$ cat src/rtl/m_cycleacc.sv
// m_cycleacc: accumulates retired-instruction cycle counts into a 64-bit
// cycle register (lo/hi with a deferred carry) and exposes it on a small
// Wishbone-style slave with a coherent hi/lo snapshot.
// Optional compare/interrupt logic is built when M_CYCLEACC_COMPARE_EN is defined.
module m_cycleacc #(
    parameter int unsigned CCW = 6
) (
    input  logic            clk,
    input  logic            rst_n,
    input  logic            corerunning,
    input  logic            ccnt_valid,
    input  logic [CCW-1:0]  ccnt,
    input  logic            STB_I,
    input  logic            WE_I,
    input  logic [1:0]      ADR_I,
    input  logic [31:0]     DAT_I,
    output logic [31:0]     DAT_O,
    output logic            ACK_O,
    output logic            cmp_irq
);

    localparam int unsigned DW  = 32;
    localparam int unsigned SW  = DW + 1;
    localparam logic [1:0]  A_LO    = 2'b00;
    localparam logic [1:0]  A_HI    = 2'b01;
    localparam logic [1:0]  A_CMPLO = 2'b10;
    localparam logic [1:0]  A_CMPHI = 2'b11;

    typedef enum logic {
        S_IDLE = 1'b0,
        S_ACK  = 1'b1
    } bus_state_e;

    bus_state_e        state_q, state_d;
    logic [DW-1:0]     lo_q, lo_d;
    logic [DW-1:0]     hi_q, hi_d;
    logic              cy_q, cy_d;
    logic [DW-1:0]     shadow_q, shadow_d;
    logic [DW-1:0]     dat_q, dat_d;
    logic [SW-1:0]     sum_c;
    logic              xfer_c, wr_c, rd_c;

`ifdef M_CYCLEACC_COMPARE_EN
    logic [2*DW-1:0]   cmp_q, cmp_d;
    logic [2*DW-1:0]   live_c;
    logic              irq_q, irq_d;
`endif

    // A transfer executes only when a strobe arrives in IDLE.
    assign xfer_c = (state_q == S_IDLE) && STB_I;
    assign wr_c   = xfer_c && WE_I;
    assign rd_c   = xfer_c && !WE_I;

    // Bus FSM state register.
    always_ff @(posedge clk or negedge rst_n) begin
        if (!rst_n) state_q <= S_IDLE;
        else        state_q <= state_d;
    end

    // Bus FSM next state: one ACK cycle per accepted request.
    always_comb begin
        state_d = state_q;
        case (state_q)
            S_IDLE: if (STB_I) state_d = S_ACK;
            S_ACK:  state_d = S_IDLE;
        endcase
    end

    // Counter, carry, snapshot and read-data next state.
    always_comb begin
        lo_d     = lo_q;
        hi_d     = hi_q;
        cy_d     = cy_q;
        shadow_d = shadow_q;
        dat_d    = '0;
        sum_c    = SW'(lo_q) + SW'(ccnt);

        if (cy_q) begin
            hi_d = hi_q + DW'(1);
            cy_d = 1'b0;
        end
        if (corerunning && ccnt_valid) begin
            lo_d = sum_c[DW-1:0];
            cy_d = sum_c[DW];
        end

        if (wr_c) begin
            case (ADR_I)
                A_LO: begin
                    lo_d = DAT_I;
                    cy_d = 1'b0;
                end
                A_HI:    hi_d = DAT_I;
                default: ;
            endcase
        end

        if (rd_c) begin
            case (ADR_I)
                A_LO: begin
                    dat_d    = lo_q;
                    shadow_d = hi_q + DW'(cy_q);
                end
                A_HI:    dat_d = shadow_q;
`ifdef M_CYCLEACC_COMPARE_EN
                A_CMPLO: dat_d = cmp_q[DW-1:0];
                A_CMPHI: dat_d = cmp_q[2*DW-1:DW];
`endif
                default: dat_d = '0;
            endcase
        end
    end

    // Counter and bus output registers.
    always_ff @(posedge clk or negedge rst_n) begin
        if (!rst_n) begin
            lo_q     <= '0;
            hi_q     <= '0;
            cy_q     <= 1'b0;
            shadow_q <= '0;
            dat_q    <= '0;
        end else begin
            lo_q     <= lo_d;
            hi_q     <= hi_d;
            cy_q     <= cy_d;
            shadow_q <= shadow_d;
            dat_q    <= dat_d;
        end
    end

    assign DAT_O = dat_q;
    assign ACK_O = (state_q == S_ACK);

`ifdef M_CYCLEACC_COMPARE_EN
    // Compare register writes and live compare with pending carry folded in.
    always_comb begin
        cmp_d = cmp_q;
        if (wr_c && (ADR_I == A_CMPLO)) begin
            cmp_d[DW-1:0]    = DAT_I;
            cmp_d[2*DW-1:DW] = '1;
        end
        if (wr_c && (ADR_I == A_CMPHI)) cmp_d[2*DW-1:DW] = DAT_I;
        live_c = {hi_q + DW'(cy_q), lo_q};
        irq_d  = (live_c >= cmp_q);
    end

    // Compare and interrupt registers.
    always_ff @(posedge clk or negedge rst_n) begin
        if (!rst_n) begin
            cmp_q <= '1;
            irq_q <= 1'b0;
        end else begin
            cmp_q <= cmp_d;
            irq_q <= irq_d;
        end
    end

    assign cmp_irq = irq_q;
`else
    assign cmp_irq = 1'b0;
`endif

endmodule

$ cat config.mk
export PLATFORM = sky130hd
export DESIGN_NAME = m_cycleacc
export DESIGN_NICKNAME = d
export VERILOG_FILES = /design/src/rtl/m_cycleacc.sv
export SDC_FILE = /design/constraint.sdc
export NUM_CORES = 1
export LEC_CHECK = 0
export ABC_AREA = 0
export CORE_ASPECT_RATIO = 1.25
export CORE_MARGIN = 2
export CORE_UTILIZATION = 31
export CTS_CLUSTER_SIZE = 24
export DETAILED_ROUTE_END_ITERATION = 10
export PLACE_DENSITY = 0.49
export SLEW_MARGIN = 25
export SYNTH_ARGS = -nofsm -noshare
export SYNTH_HDL_FRONTEND = slang
export SYNTH_SLANG_ARGS = --single-unit
$ cat constraint.sdc
create_clock -name clk -period 3.1 [get_ports clk]
set_clock_uncertainty 0.05 [all_clocks]
set_input_delay 0.775 -clock clk [delete_from_list [all_inputs] [get_ports clk]]
set_output_delay 0.775 -clock clk [all_outputs]
set_load 0.03 [all_outputs]
Figure 1. Pin map (run 1).
Drawn at 1.5 px/um. Pins as bars across the die edge, other pins in gray.
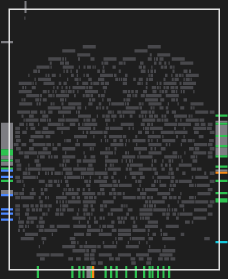
[ADR_I] orange | pins: 2 | direction: input | edge: 1 right, 1 bottom
[rst_n] cyan | pins: 1 | direction: input | edge: right
[DAT_O] green | pins: 32 | direction: output | edge: 16 bottom, 10 right, 6 left
[ccnt] blue | pins: 6 | direction: input | edge: left

Figure 2. Cells colored by class (run 1).
Drawn at 2 px/um. Fill, decap, tap and diode cells in gray.
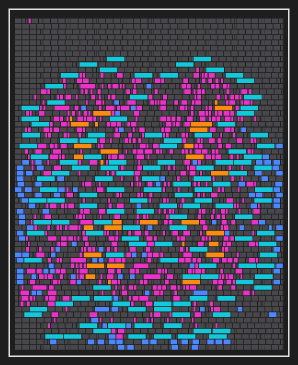
[sequential cells] cyan | cells: 130
[clock drivers and dummy loads] orange | cells: 30
[remaining buffers and delay cells] blue | cells: 121
[remaining logic cells] magenta | cells: 584

Figure 3. Metal 2 (run 1).
Drawn at 2 px/um.
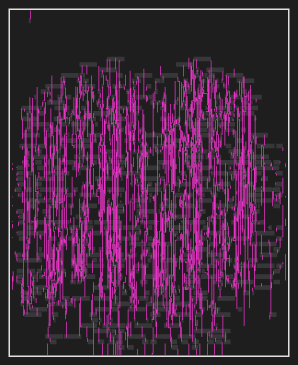
main direction: vertical
wire length on this layer: 10900 um

==> metrics.cfg, run 1 <==
[layout]
fin_util=0.400
combAreaFraction=0.402
logic_gate_count=575
multi_input_gate_area_um2=3590
final_layout_size_suffix_gt1_frac=0.111
count_of_inserted_antenna_diode_cells=0
area.share.sequential=0.365
register_area_um2=3250
layout_top_cells_excl_fill_tap=dfrtp_1 (130), nor2_1 (95), nand2_1 (91)

[drt]
drc=0
met1Wirelength_um=9450
met2_wirelength_um=10900
wl_met3_um=724
wl_per_cell_um=18.8
detail_route.first_pass.iterations=5
highest_metal_layer_used_by_the_detailed_router=met4

[clock_network]
cts_tree=built
cts_buffers=17
clock_insertion_delay_worst_skew_ns=0.42
cts.sink_count=130
cts-resized-gates=0

[synthesis]
postSynthAreaPerCell_um2=9.33
netlist_logic_family_top=simple AND/OR/NAND/NOR gates
mux_share=0.0576
top_cells_by_count=dfrtp_1 (130), nor2_1 (95), nand2_1 (91), o21ai_0 (55), xor2_1 (36)
syn_nets=813
ys_sh_adder=0.0188
largest_area_cell=dfrtp_1
postSynth.topFlopCell=dfrtp_1
synth_instances=757
yosys.stat.seqShare=0.461
yosys_register_bits=130
compound_area_frac=0.111

[setup_path]
critical_path.endpoint_type=flop
worst_ep_arrival_time_ns=3.16
worst_ep_required_time_ns=3.39
setup.reg_to_reg.worst_slack_ns=0.61
rr_endpoint=lo_q[24]
critPathLaunchType=primary input
critical-path-slowest-cell=fa_1
worst_path_dominant_cell_family=buffers and inverters
crit_end=lo_q[24]
critical-path-top-cell-by-count=buf_4
regToRegStartpoint=lo_q[0]
crit_start=ccnt[0]
reg2regPathDepth=10

[place]
dp_hpwl_um=16500
placement.cell_area_um2=8360
place_congestion=0.840
numPlacedInstances=1118

[pwr]
p_clk_mw=1.95
p_sw_mw=1.99
power_density_nw_per_um2=667
switch_share=0.334
seq_cell_power_mw=2.57
seqPwrFrac=0.432
fraction_of_power_consumed_by_combinational_cells=0.241
power.total_mw=5.96

[global_route]
grt_util_met2=0.322
globalRouteMet1Util=0.229
global_route.peak_usage_layer=met2
number_of_global_route_vias_before_repair=5930
globalRouteOverflowTotal=0

[floorplan]
chip_area_um2=24000
placeable_area_um2=22300
chipWidth_um=139
fp-row-count=61
fp_util=0.317

[timing]
finalHoldWorstSlack_ns=0.179
final.period_utilization=0.926
fin_setup_tns_ns=0

[job]
log.warning_count=26
max_cap_violations=0

[status]
outcome=complete, no violations

==> run 1 -> run 2 <==
--- a/config.mk
+++ b/config.mk
@@ -7,11 +7,10 @@
 export LEC_CHECK = 0
 export ABC_AREA = 0
 export CORE_ASPECT_RATIO = 1.25
-export CORE_MARGIN = 2
-export CORE_UTILIZATION = 31
+export CORE_UTILIZATION = 39
 export CTS_CLUSTER_SIZE = 24
 export DETAILED_ROUTE_END_ITERATION = 10
-export PLACE_DENSITY = 0.49
+export PLACE_DENSITY = 0.59
 export SLEW_MARGIN = 25
 export SYNTH_ARGS = -nofsm -noshare
 export SYNTH_HDL_FRONTEND = slang
==> constraint.sdc (replaced) <==
create_clock -name clk -period 3.3 [get_ports clk]
set_clock_uncertainty 0.05 [all_clocks]
set_input_delay 0.825 -clock clk [delete_from_list [all_inputs] [get_ports clk]]
set_output_delay 0.825 -clock clk [all_outputs]
set_load 0.03 [all_outputs]
==> run 2 against run 1 <==
Clock power down about 10%. Power down 7.9%. Non-clock buffer count down 19. Area after synthesis unchanged. Final cell count down 6.8%. Die size down 22%. Cell area down 2.6%. Worst setup slack better by 0.13 ns. Global-route usage up 4.9 points. Critical path type unchanged. Largest cell class unchanged. Largest power group unchanged.
==> metrics.cfg, run 2 <==
[setup_path]
path_buffers=2
reg2regPathDepth=7
rr_endpoint=shadow_q[30]
worst_ep_arrival_time_ns=3.23
crit_start=ccnt[0]
worst_path_dominant_cell_family=simple AND/OR/NAND/NOR gates
worst_ep_required_time_ns=3.59
crit_end=lo_q[26]
critical-path-slowest-cell=clkdlybuf4s50_1
regToRegStartpoint=cy_q
critPathLaunchType=primary input
critical_path.endpoint_type=flop
setup.reg_to_reg.worst_slack_ns=0.69

[synthesis]
postSynthAreaPerCell_um2=9.33
compound_area_frac=0.111
yosys_register_bits=130
top_cells_by_count=dfrtp_1 (130), nor2_1 (95), nand2_1 (91), o21ai_0 (55), xor2_1 (36)
netlist_logic_family_top=simple AND/OR/NAND/NOR gates
ys_sh_adder=0.0188
syn_nets=813
postSynth.topFlopCell=dfrtp_1
mux_share=0.0576
largest_area_cell=dfrtp_1
synth_instances=757
yosys.stat.seqShare=0.461

[timing]
fin_setup_tns_ns=0
final.period_utilization=0.892
finalHoldWorstSlack_ns=0.397
final_hold_viol_count=0

[layout]
final_layout_size_suffix_gt1_frac=0.0887
register_area_um2=3250
layout_top_cells_excl_fill_tap=dfrtp_1 (130), nor2_1 (95), nand2_1 (91)
fin_util=0.495
logic_gate_count=575
combAreaFraction=0.413
area.share.sequential=0.374
multi_input_gate_area_um2=3580

[place]
place_congestion=0.895
placement.cell_area_um2=8140
dp_hpwl_um=15400
numPlacedInstances=1040

[clock_network]
clock_insertion_delay_worst_skew_ns=0.42
cts-resized-gates=0
cts-root-to-sink-buffers=2
cts_tree=built

[job]
log.warning_count=26
max_cap_violations=0

[drt]
met1Wirelength_um=8550
highest_metal_layer_used_by_the_detailed_router=met4
met2_wirelength_um=10500
drc=0
wl_per_cell_um=19.3
wl_met3_um=795
detail_route.first_pass.iterations=4

[global_route]
globalRouteOverflowTotal=0
number_of_global_route_vias_before_repair=6015
globalRouteMet1Util=0.283
global_route.peak_usage_layer=met2
grt_util_met2=0.393

[pwr]
power.total_mw=5.49
p_sw_mw=1.85
power_density_nw_per_um2=631
switch_share=0.337
seqPwrFrac=0.439
fraction_of_power_consumed_by_combinational_cells=0.240
p_clk_mw=1.76
power_leakage_nw=3.46
seq_cell_power_mw=2.41

[floorplan]
chip_area_um2=18700
chipWidth_um=122
placeable_area_um2=17600
fp-row-count=54
fp_util=0.402

[status]
outcome=complete, no violations

Figure 4. Clock routing (run 2).
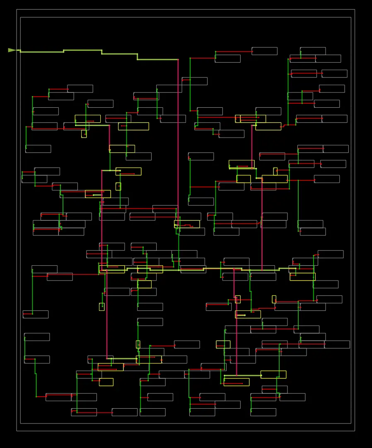
number of sinks driven by the clock tree: 130
CTS Buf Count: 17

No activity file was given, so power comes from the tool's default toggle rates.
